--- config.mk ---
export PLATFORM = sky130hd
export DESIGN_NAME = fifo_word_unpacker
export DESIGN_NICKNAME = d
export VERILOG_FILES = /design/src/rtl/fifo_word_unpacker.sv
export SDC_FILE = /design/constraint.sdc
export NUM_CORES = 1
export LEC_CHECK = 0
export ABC_AREA = 1
export CORE_MARGIN = 2
export CORE_UTILIZATION = 40
export CTS_BUF_LIST = sky130_fd_sc_hd__clkbuf_4 sky130_fd_sc_hd__clkbuf_8
export CTS_CLUSTER_SIZE = 12
export DETAILED_ROUTE_END_ITERATION = 16
export PLACE_DENSITY = 0.68
export SYNTH_ARGS = -nofsm -noshare
export SYNTH_HDL_FRONTEND = slang
export SYNTH_SLANG_ARGS = --single-unit
--- constraint.sdc ---
create_clock -name clk -period 4.55 [get_ports clk]
set_clock_uncertainty 0.1 [all_clocks]
set_input_delay 0.6825 -clock clk [delete_from_list [all_inputs] [get_ports clk]]
set_output_delay 0.6825 -clock clk [all_outputs]
set_load 0.05 [all_outputs]
--- src/rtl/fifo_word_unpacker.sv ---
// Read-side controller for fifo_hier: pops one word at a time and replays it as BEAT_W-bit valid/ready beats.
// Define UNPACK_MSB_FIRST_EN to emit the beats of each word MSB-first instead of LSB-first.
module fifo_word_unpacker #(
    parameter int WORD_W  = 64,
    parameter int BEAT_W  = 16,
    parameter int TIMEOUT = 8,
    parameter int CNT_W   = 16
) (
    input  logic              clk,
    input  logic              reset,
    input  logic              enable,
    input  logic              fifo_empty,
    input  logic [WORD_W-1:0] fifo_data_out,
    input  logic              fifo_data_valid,
    output logic              pop_fifo,
    output logic [BEAT_W-1:0] out_data,
    output logic              out_valid,
    input  logic              out_ready,
    output logic              busy,
    output logic [CNT_W-1:0]  words_drained,
    output logic              err
);

    localparam int BEATS = WORD_W / BEAT_W;
    localparam int BC_W  = (BEATS > 1) ? $clog2(BEATS) : 1;
    localparam int TC_W  = (TIMEOUT > 1) ? $clog2(TIMEOUT) : 1;

    localparam logic [BC_W-1:0] LAST_BEAT = BC_W'(BEATS - 1);
    localparam logic [TC_W-1:0] LAST_TICK = TC_W'(TIMEOUT - 1);

    typedef enum logic [1:0] {
        S_IDLE,
        S_POP,
        S_WAIT,
        S_SEND
    } state_t;

    state_t              r_state;
    logic [WORD_W-1:0]   r_holding;
    logic [BC_W-1:0]     r_beat;
    logic [TC_W-1:0]     r_timer;
    logic [CNT_W-1:0]    r_words_drained;
    logic                r_err;

    logic                w_more;
    logic                w_xfer;
    logic [BC_W-1:0]     w_sel;
    logic [BEAT_W-1:0]   w_beat_data;

    assign w_more = enable && !fifo_empty;
    assign w_xfer = (r_state == S_SEND) && out_ready;

`ifdef UNPACK_MSB_FIRST_EN
    assign w_sel = LAST_BEAT - r_beat;
`else
    assign w_sel = r_beat;
`endif

    // Constant-index mux keeps the slice selection free of variable part-selects.
    always_comb begin
        w_beat_data = '0;
        for (int k = 0; k < BEATS; k++) begin
            if (w_sel == BC_W'(k)) begin
                w_beat_data = r_holding[k*BEAT_W +: BEAT_W];
            end
        end
    end

    always_ff @(posedge clk) begin
        // NOTE: all state here uses non-blocking assignments so every branch sees pre-edge values.
        if (reset) begin
            r_state         <= S_IDLE;
            // NOTE: the holding register is reset too, so out_data reads zero straight out of reset.
            r_holding       <= '0;
            r_beat          <= '0;
            r_timer         <= '0;
            r_words_drained <= '0;
            r_err           <= 1'b0;
        end else begin
            case (r_state)
                S_IDLE: begin
                    if (fifo_data_valid) begin
                        r_err <= 1'b1;
                    end else if (w_more) begin
                        r_state <= S_POP;
                    end
                end
                S_POP: begin
                    if (fifo_data_valid) begin
                        r_holding <= fifo_data_out;
                        r_beat    <= '0;
                        r_state   <= S_SEND;
                    end else begin
                        r_timer <= '0;
                        r_state <= S_WAIT;
                    end
                end
                S_WAIT: begin
                    if (fifo_data_valid) begin
                        r_holding <= fifo_data_out;
                        r_beat    <= '0;
                        r_state   <= S_SEND;
                    end else if (r_timer == LAST_TICK) begin
                        r_err   <= 1'b1;
                        r_state <= S_IDLE;
                    end else begin
                        r_timer <= r_timer + TC_W'(1);
                    end
                end
                S_SEND: begin
                    // Valid with no pop outstanding is a protocol error; the word is ignored.
                    if (fifo_data_valid) begin
                        r_err <= 1'b1;
                    end
                    if (w_xfer) begin
                        if (r_beat == LAST_BEAT) begin
                            r_words_drained <= r_words_drained + CNT_W'(1);
                            r_state         <= w_more ? S_POP : S_IDLE;
                        end else begin
                            r_beat <= r_beat + BC_W'(1);
                        end
                    end
                end
                default: r_state <= S_IDLE;
            endcase
        end
    end

    assign pop_fifo      = (r_state == S_POP);
    assign out_valid     = (r_state == S_SEND);
    assign out_data      = w_beat_data;
    assign busy          = (r_state != S_IDLE);
    assign words_drained = r_words_drained;
    assign err           = r_err;

endmodule

**Run 1: cells by drive strength**

Drawn at 2 px/µm.
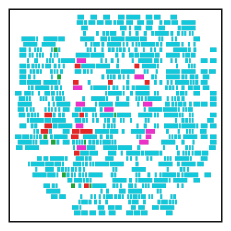
x2: shown in green, cells 9. x6 and larger: shown in magenta, cells 11. x3 and x4: shown in red, cells 14. x1 and smaller: shown in cyan, cells 643.

**Run 1: the metal 3 layer**

Drawn at 4 px/µm. Cells faint in the background.
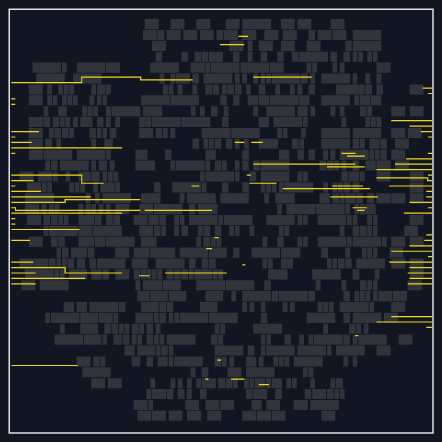
76 nets have wire on it. The longest straight run is 31.0 µm. The layer holds 6.0% of the routed length. The layer carries 673 µm of wire.

**Run 1: placed cells, one color a class**

Drawn at 4 px/µm.
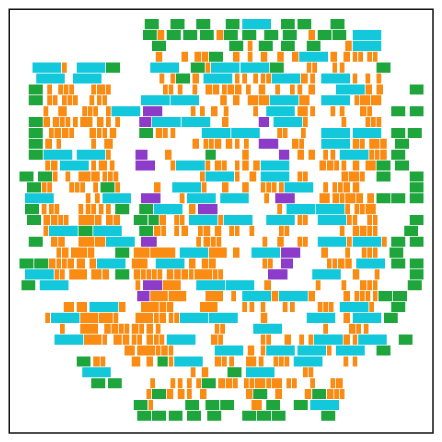
clock drivers and dummy loads: shown in purple, cells 16, share of their area 3.5%. remaining logic cells: shown in orange, cells 465, share of their area 42%. remaining buffers and delay cells: shown in green, cells 108, share of their area 21%. sequential cells: shown in cyan, cells 88, share of their area 34%.

**Run 1: the clock network**

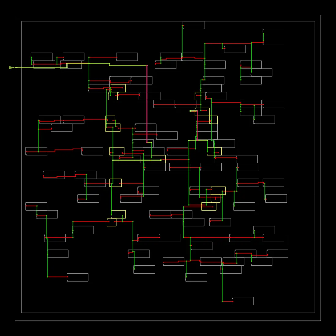
clock buffer count from CTS: 9
clk pwr: 0.503 mW
flop count: 88
CTS sink count: 88

==> impl_metrics.csv, run 1 <==
group,metric,value,unit
grt,antenna_found_initial,0,
pwr,ir_drop,0.307,mV
grt,use_met1,26.4,%
logic_synthesis,ys_sh_aoi,18.9,%
finish,buf_share,19.9,%
logic_synthesis,ys_ff,88,
sta,slew_violations,0,
logic_synthesis,netlist_top_cells_count,"nor2_1 (167), dfxtp_1 (88), o21ai_0 (76)",
setup_path,cpMostUsedCell,"inv_1",
outcome,status,"finished clean",
grt,globalRouteOverflowTotal,0,
detailed_routing,via_per_inst,4.95,
detailed_routing,drt-met1-wl,5220,µm
placed_design,hpwl,8110,µm
placed_design,placed_cell_area,5210,µm²
floorplanning,taps,136,
setup_path,r2r_cells,6,
finish,clock_area_share,3.43,%
logic_synthesis,yosys_area,4120,µm²
sta,setup_slack,0.808,ns
sta,fmax,0.267,GHz
detailed_routing,firstDrtPassIters,4,
detailed_routing,drcViolationCount,0,
placed_design,port_buffers,105,
detailed_routing,met2_length,5080,µm
pwr,p_switching,1.40,mW
logic_synthesis,syn_inst,587,
logic_synthesis,adder_share,4.25,%
finish,nets,756,
flow_run,tool_warnings,35,
floorplanning,die.size.y,106,µm
logic_synthesis,syn-cell-area,4120,µm²
pwr,combinationalPower,1.53,mW
logic_synthesis,ys_sh_mux,0,%
finish,largestClassByArea,"logic gates",
cts,h-tree-depth,3,
logic_synthesis,yosysUniqueCellTypes,29,
pwr,leakage,2.14,nW
grt,grt_use_met3,4.70,%
cts,path_clk_slew,0.10,ns
detailed_routing,ant_nets,0,
logic_synthesis,ys_sh_simple,26.6,%
setup_path,critPathTopFamily,"buffers and inverters",
sta,whs,0.354,ns
min_path,min_to,"err$_SDFFE_PP0P_",
grt,grt_pass1_vias,3853,
sta,slew_headroom,28.1,%
cts,cts_root_buf,"clkbuf_8",
min_path,min_from,"err$_SDFFE_PP0P_",
finish,antenna_cells,0,
floorplanning,fp_util,40.5,%
detailed_routing,num_vias,4023,
logic_synthesis,synth_top_cell_by_area,"dfxtp_1",
pwr,power_leader,"combinational cells",
logic_synthesis,most_common_cell,"nor2_1",
finish,final_util,53.0,%
placed_design,place_ws,1.19,ns
floorplanning,die_x,106,µm
floorplanning,num_rows,37,
pwr,p_seq,1.09,mW
finish,seq_share,32.6,%
finish,post-route-cell-area,5400,µm²
logic_synthesis,top_cells_by_area,"dfxtp_1 (43%), nor2_1 (15%), o21ai_0 (9.2%), nand2_1 (6.6%), a21oi_1 (5.5%)",
pwr,cellPowerDensity,578,nW/µm²
floorplanning,core_area,10200,µm²
logic_synthesis,async_reset_ff_share,0,%
==> run 1 -> run 2 <==
Clock period 4.55 ns to 3.9 ns, I/O delays scaled along.
**Run 2: the metal 3 layer**

Drawn at 4 px/µm. Cells faint in the background.
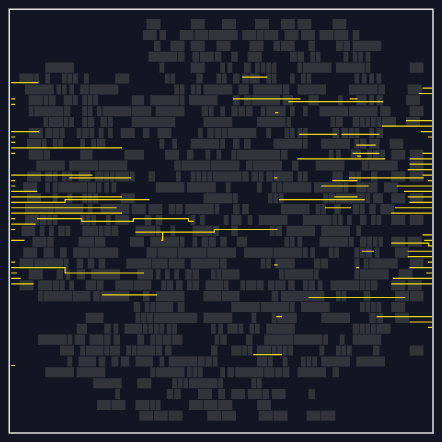
The wires run mostly horizontal. The longest straight run is 27.4 µm. The layer carries 718 µm of wire. The layer holds 6.4% of the routed length.

**Run 2: placed cells, one color a class**

Drawn at 4 px/µm.
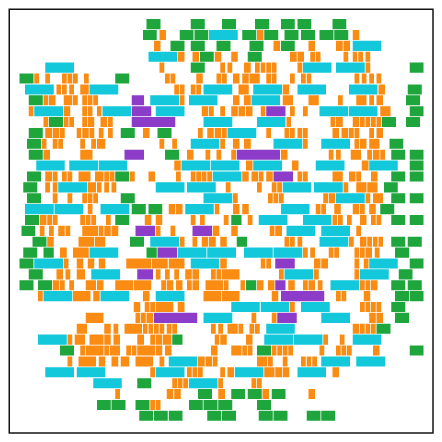
clock drivers and dummy loads: shown in purple, cells 16, share of their area 5.1%. sequential cells: shown in cyan, cells 88, share of their area 33%. remaining logic cells: shown in orange, cells 465, share of their area 41%. remaining buffers and delay cells: shown in green, cells 111, share of their area 21%.

==> run 2 against run 1 <==
  * Final cell count is 0.37% higher
  * Utilization grew 1.1 points
  * Clock power grew 66%
  * Cell area grew 2.0%
  * Hold slack better by 0.011 ns
==> impl_metrics.csv, run 2 <==
group,metric,value,unit
logic_synthesis,yosys.area.top_type_share,42.7,%
grt,use_met1,26.3,%
logic_synthesis,async_reset_ff_share,0,%
pwr,leakage,2.20,nW
grt,antenna_found_initial,0,
finish,nets,759,
sta,slew_violations,0,
logic_synthesis,synth_top_cell_by_area,"dfxtp_1",
logic_synthesis,yosys_area,4120,µm²
logic_synthesis,adder_share,4.25,%
detailed_routing,met2_length,5320,µm
pwr,pwr.group.clock,0.837,mW
detailed_routing,firstDrtPassIters,4,
floorplanning,die_x,106,µm
logic_synthesis,ys_sh_aoi,18.9,%
cts,post_cts_buffers,0,
cts,h-tree-depth,3,
cts,path_clk_slew,0.09,ns
logic_synthesis,syn_inst,587,
finish,antenna_cells,0,
finish,n_sequential_cell,88,
detailed_routing,ant_nets,0,
pwr,power_leader,"combinational cells",
floorplanning,fp_util,40.5,%
detailed_routing,drcViolationCount,0,
setup_path,cpMostUsedCell,"inv_1",
placed_design,port_buffers,105,
placed_design,place_ws,0.741,ns
finish,largestClassByArea,"logic gates",
finish,final_util,54.1,%
floorplanning,core_area,10200,µm²
sta,whs,0.365,ns
flow_run,tool_warnings,35,
finish,post-route-cell-area,5510,µm²
floorplanning,num_rows,37,
logic_synthesis,netlist_top_cells_count,"nor2_1 (167), dfxtp_1 (88), o21ai_0 (76)",
detailed_routing,drt-met1-wl,5110,µm
logic_synthesis,yosysUniqueCellTypes,29,
setup_path,critPathTopFamily,"buffers and inverters",
sta,setup_slack,0.320,ns
sta,fmax,0.279,GHz
floorplanning,die.size.y,106,µm
finish,seq_share,32.0,%
min_path,min_from,"err$_SDFFE_PP0P_",
placed_design,hpwl,8050,µm
cts,cts_buffers,9,
finish,buf_share,19.9,%
logic_synthesis,most_common_cell,"nor2_1",
finish,clock_area_share,4.93,%
logic_synthesis,top_cells_by_area,"dfxtp_1 (43%), nor2_1 (15%), o21ai_0 (9.2%), nand2_1 (6.6%), a21oi_1 (5.5%)",
floorplanning,taps,136,
grt,grt_pass1_vias,4007,
cts,cts_root_buf,"clkbuf_8",
cts,clkSinkCount,88,
min_path,min_to,"err$_SDFFE_PP0P_",
pwr,p_seq,1.28,mW
pwr,cellPowerDensity,710,nW/µm²
outcome,status,"finished clean",
**Run 2: cells by drive strength**

Drawn at 2 px/µm.
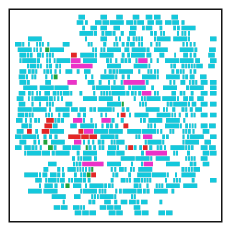
x6 and larger: shown in magenta, cells 14. x3 and x4: shown in red, cells 14. x1 and smaller: shown in cyan, cells 643. x2: shown in green, cells 9.

==> run 2 -> run 3 <==
Settings changed: REMOVE_ABC_BUFFERS set to 1.
**Run 3: placed cells, one color a class**

Drawn at 4 px/µm.
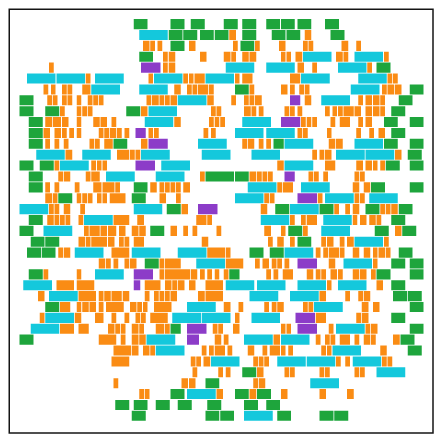
sequential cells: shown in cyan, cells 88, share of their area 34%. remaining logic cells: shown in orange, cells 465, share of their area 42%. clock drivers and dummy loads: shown in purple, cells 16, share of their area 3.6%. remaining buffers and delay cells: shown in green, cells 109, share of their area 21%.

**Run 3: cells by drive strength**

Drawn at 2 px/µm.
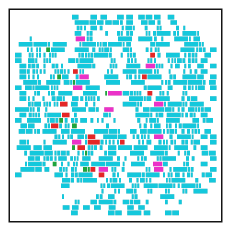
x1 and smaller: shown in cyan, cells 642. x6 and larger: shown in magenta, cells 12. x3 and x4: shown in red, cells 13. x2: shown in green, cells 11.

==> run 3 against run 2 <==
  * Synthesized cell count unchanged
  * Area after synthesis unchanged
  * Critical endpoint unchanged
  * Sequential share of layout area up 0.51 points
  * Via count about the same
  * Die area unchanged
  * Fmax down 0.57%
  * Flip-flop count unchanged
  * Highest routed layer unchanged
  * Cell area down 1.6%
==> impl_metrics.csv, run 3 <==
group,metric,value,unit
cts,clkSinkCount,88,
grt,grt_use_met3,5.57,%
pwr,power_leader,"combinational cells",
sta,fmax,0.278,GHz
detailed_routing,drcViolationCount,0,
cts,h-tree-depth,3,
sta,slew_headroom,28.6,%
placed_design,port_buffers,105,
outcome,status,"finished clean",
placed_design,hpwl,7210,µm
detailed_routing,drt-met1-wl,5010,µm
finish,post-route-cell-area,5420,µm²
detailed_routing,num_vias,4032,
logic_synthesis,ys_sh_mux,0,%
pwr,p_seq,1.26,mW
finish,nets,757,
detailed_routing,ant_nets,0,
sta,whs,0.361,ns
logic_synthesis,adder_share,4.25,%
setup_path,r2r_cells,6,
pwr,ir_drop,0.393,mV
floorplanning,taps,136,
floorplanning,die.size.y,106,µm
cts,post_cts_buffers,0,
finish,seq_share,32.5,%
finish,buf_share,20.2,%
pwr,leakage,2.16,nW
logic_synthesis,async_reset_ff_share,0,%
logic_synthesis,top_cells_by_area,"dfxtp_1 (43%), nor2_1 (15%), o21ai_0 (9.2%), nand2_1 (6.6%), a21oi_1 (5.5%)",
logic_synthesis,netlist_top_cells_count,"nor2_1 (167), dfxtp_1 (88), o21ai_0 (76)",
grt,globalRouteOverflowTotal,0,
sta,slew_violations,0,
finish,clock_area_share,3.46,%
logic_synthesis,syn_inst,587,
logic_synthesis,synth_top_cell_by_area,"dfxtp_1",
grt,antenna_found_initial,0,
finish,antenna_cells,0,
logic_synthesis,ys_sh_aoi,18.9,%
logic_synthesis,ys_ff,88,
min_path,min_from,"err$_SDFFE_PP0P_",
finish,final_util,53.2,%
flow_run,tool_warnings,34,
**Run 3: the clock network**

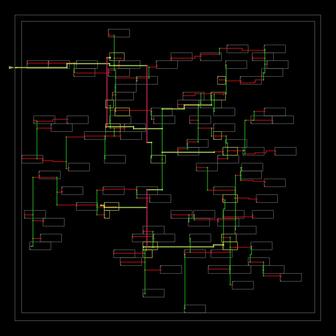
clk pwr: 0.603 mW
clk latency late pin: 0.36 ns

Power is estimated from default activity; no workload was simulated.
